==> run_1/pinout.png <==
Drawn at 4 px/um. Pins as bars across the die edge, other pins in gray.
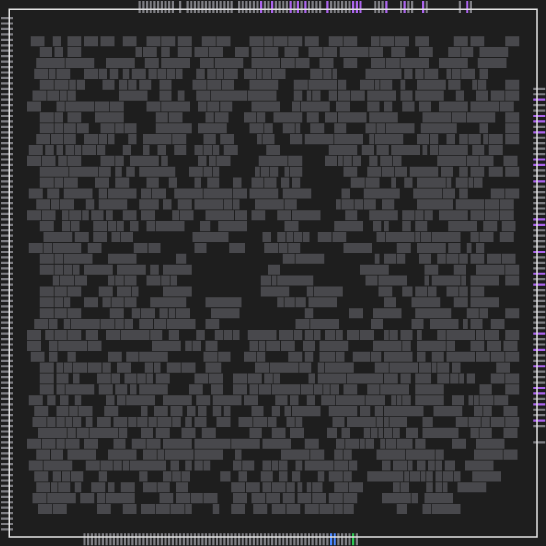
==> run_1/congestion_map.png <==
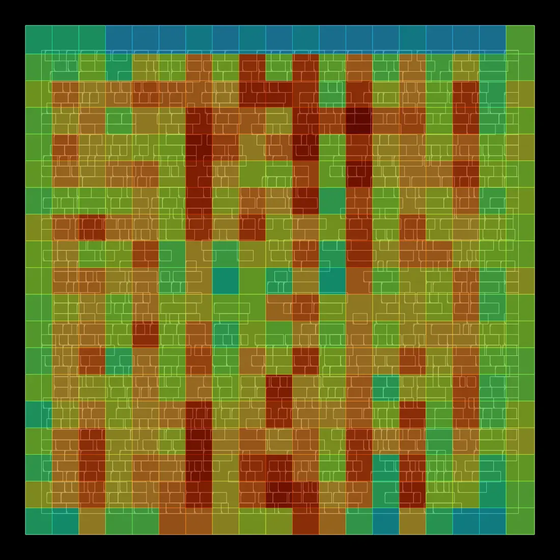
==> run_1/m2.png <==
Drawn at 4 px/um. Cells faint in the background.
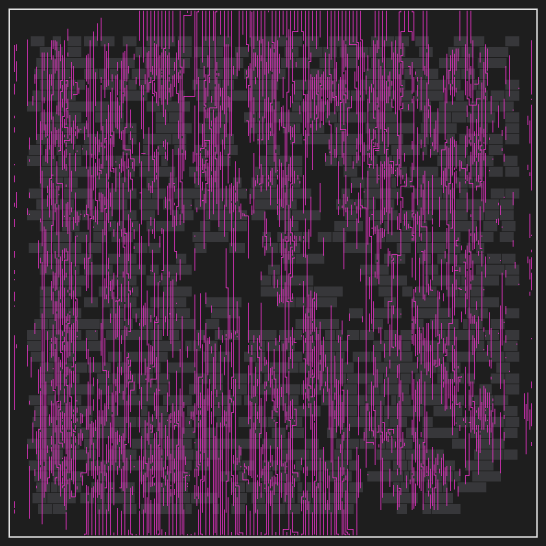
==> config.mk <==
export PLATFORM = sky130hd
export DESIGN_NAME = ceyloniac_memory_arbiter
export DESIGN_NICKNAME = d
export VERILOG_FILES = /design/src/rtl/ceyloniac_memory_arbiter.sv
export SDC_FILE = /design/constraint.sdc
export NUM_CORES = 1
export LEC_CHECK = 0
export ABC_AREA = 0
export CAP_MARGIN = 20
export CORE_MARGIN = 4
export CORE_UTILIZATION = 43
export DETAILED_ROUTE_END_ITERATION = 16
export PLACE_DENSITY_LB_ADDON = 0.1
export SYNTH_ARGS = -nofsm -noshare
export SYNTH_HDL_FRONTEND = slang
export SYNTH_SLANG_ARGS = --single-unit
==> constraint.sdc <==
create_clock -name clk -period 4.48 [get_ports clk]
set_clock_uncertainty 0.05 [all_clocks]
set_input_delay 0.896 -clock clk [delete_from_list [all_inputs] [get_ports clk]]
set_output_delay 0.896 -clock clk [all_outputs]
set_load 0.01 [all_outputs]
==> impl_metrics.tcl, run 1 <==
# collected from the flow reports
set metrics [dict create \
    total_power_uw 3560 \
    syn_area_per_cell_um2 8.77 \
    yosysWarnings 0 \
    netlist_logic_family_top "AND-OR/OR-AND gates" \
    reg2reg_depth 4 \
    row_count 44 \
    min_path_type "reg -> reg" \
    finalClockPeriodUsage_pct 67.7 \
    area_leaders "dfxtp_1, a31oi_1, o2111ai_1, a311oi_1, nand4_1" \
    fp_util_pct 44.5 \
    p_seq_share_pct 39.5 \
    clkbuf_count 18 \
    maxSlewViolCount 0 \
    drc_errors 0 \
    switching_power_uw 1090 \
    layout_top_cell "clkdlybuf4s50_1" \
    ys_cells 749 \
    reg2reg_slack_ns 2.13 \
    yosysTopAreaCell "dfxtp_1" \
    grt_max_degree 104 \
    netlist_area_mm2 0.00657 \
    h-tree-depth 4 \
    comb_cells 488 \
    cts_max_path_buffers 2 \
    setup_viol 0 \
    cpPeakStageDelay_ns 0.62 \
    root_buffer "clkbuf_16" \
    synth_nets 917 \
    hold_viol 0 \
    signal_buffers 318 \
    ys_sh_simple_pct 11.8 \
    p_seq_uw 1410 \
    nets 1141 \
    largest_class "multi-input combinational cells" \
    largestPowerGroup "sequential cells" \
    met3_usage_pct 9.79 \
    place_area_mm2 0.00946 \
    async_flop_share_pct 0 \
    postCtsSetupRepairBufs 0 \
    via_per_inst 6.53 \
    max_freq_mhz 330 \
    most_common_cell "dfxtp_1" \
    p_leak_uw 0.00317 \
    worstPathArrival_ns 2.09 \
    core-area_mm2 0.0148 \
    placedCellCount 1133 \
    postCtsResizedCells 0 \
    min_path_cells 2 \
    path_clk_slew_ns 0.06 \
    cts_tree "done" \
    edf_count 0 \
    postRouteAntennaNets 0 \
    pwr-share-comb_pct 22.9 \
    drive_gt1_share_pct 6.19 \
    worst_pin_slew_ns 0.902 \
    clkPwrFrac_pct 37.7 \
    ff_type "dfxtp_1" \
    ys_types 38 \
    hold-worst-slack_ns 0.435 \
    insertion_delay_ns 0.43 \
    io_pins 304 \
    met3WireLength_um 2500 \
    critPathBufInv 1 \
    fillers 1160 \
    cts_made_buffers 17 \
    final.setup.worst_slack_ns 1.45 \
    holdBufCountCts 0 \
    run_status "complete, no violations" \
    seqAreaFraction_pct 28.3 \
    peakVddDrop_mv 0.305 \
    nonClkBufAreaFrac_pct 31.6 \
    area_growth_pct 54.2 \
    synth_top_area_share_pct 43.6 \
    path_class "reg -> out" \
    ys_sh_aoi_pct 36.7 \
    p_sw_share_pct 30.5 \
    cp.depth 3 \
    dp_slack_ns 1.42 \
    nWellTaps 184 \
    grt-ovfl-total 0 \
    regArea_mm2 0.00286 \
    mux_share_pct 0.305 \
    antenna_found_initial 1 \
    combinationalPower_uw 814 \
    crit_path_end_kind "output port" \
    fp.dieArea_mm2 0.0173 \
    clock_area_share_pct 5.52 \
    syn_inst 749 \
    cpMaxStageDelayCell "dfxtp_1" \
]
Back to the opening pictures, pinout.png:
| port | color | pins | direction | edge |
|---|---|---|---|---|
| core_ack | green | 1 | output | bottom |
| ldr_rdata | purple | 32 | output | 19 right, 13 top |
| grant | blue | 2 | output | bottom |
all pins by edge: 95 left, 75 bottom, 70 top, 64 right
port buffer count: 303
Die Span X: 132 um

Back to the opening pictures, congestion_map.png:
GR peak layer: met2
met1 GRT Util: 31.8%
final core occ: 68.6%
Global Route Usage Sum: 27.5%
Avg WL per Cell: 21.6 um

Back to the opening pictures, m2.png:
main direction: vertical
longest straight run: 58.6 um
Total Wirelength: 25300 um
met2 GRT Util: 45.7%
detailed-route via count: 7651

--- run 2 (diff from run 1) ---
CORE_UTILIZATION = 42   (was 43)
clock period = 3.01 ns   (was 4.48 ns; I/O delays follow)
==> run 2 against run 1 <==
Against the previous run:
- count of clock-buffer cells in the layout grew 1
- critical path depth is the same
- synthesized cell count is the same
- largest power group unchanged
==> impl_metrics.tcl, run 2 <==
# collected from the flow reports
set metrics [dict create \
    run_status "complete, no violations" \
    portBuffers 303 \
    die_width_um 133 \
    nets 1147 \
    reg2reg_slack_ns 0.95 \
    postRouteAntennaNets 0 \
    postCtsSetupRepairBufs 0 \
    postCtsResizedCells 0 \
    grt-ovfl-total 0 \
    area_growth_pct 54.6 \
    critPathBufInv 1 \
    fp.dieArea_mm2 0.0177 \
    finalClockPeriodUsage_pct 92.2 \
    total_power_uw 5320 \
    pwr-share-comb_pct 22.8 \
    syn_inst 749 \
    signal_buffers 324 \
    largestPowerGroup "sequential cells" \
    io_pins 304 \
    syn_area_per_cell_um2 8.77 \
    root_buffer "clkbuf_16" \
    grt_use_met2_pct 44.9 \
    h-tree-depth 4 \
    via_per_inst 6.40 \
    placedCellCount 1171 \
    utilization_pct 66.5 \
    cts_made_buffers 17 \
    holdBufCountCts 0 \
    grt_usage_pct 27.3 \
    setup_viol 0 \
    synth_nets 917 \
    hold-worst-slack_ns 0.440 \
    most_common_cell "dfxtp_1" \
    p_seq_share_pct 39.3 \
    edf_count 0 \
    dp_slack_ns 0.593 \
    p_sw_share_pct 29.4 \
    antenna_found_initial 0 \
    switching_power_uw 1560 \
    ff_type "dfxtp_1" \
    netlist_area_mm2 0.00657 \
    synth_top_area_share_pct 43.6 \
    comb_cells 488 \
    area_leaders "dfxtp_1, a31oi_1, o2111ai_1, a311oi_1, nand4_1" \
    yosysTopAreaCell "dfxtp_1" \
    path_class "reg -> out" \
    reg2reg_depth 4 \
    min_path_type "reg -> reg" \
    final.setup.worst_slack_ns 0.234 \
    maxSlewViolCount 0 \
    async_flop_share_pct 0 \
    max_freq_mhz 360 \
]
==> run_2/m3.png <==
Drawn at 4 px/um. Cells faint in the background.
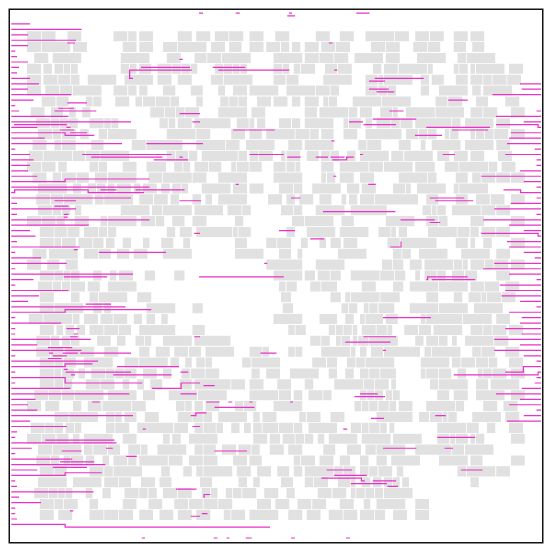
longest straight run: 51.1 um
main direction: horizontal
nets with wire on the layer: 228
Total Wirelength: 25200 um
M3 GR Usage: 8.37%

==> run_2/route_heat.png <==
Drawn at 3 px/um. 27 x 27 tiles, from dark blue (low) to red (high), scaled to the fullest tile. Values are wire area over tile area, all layers added.
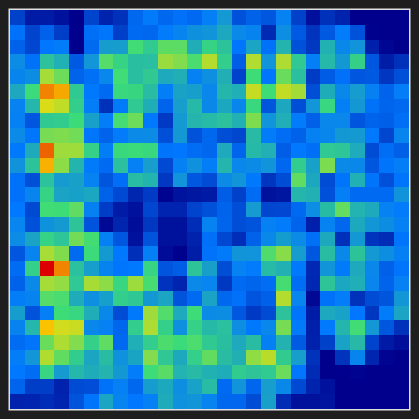
emptiest ninth of the die: lower right
nearly empty tiles: 4.8%
tiles over half the peak: 11%
mean over tiles: 0.24
detailed-route via count: 7700
Avg WL per Cell: 20.9 um

No activity file was given, so power comes from the tool's default toggle rates.
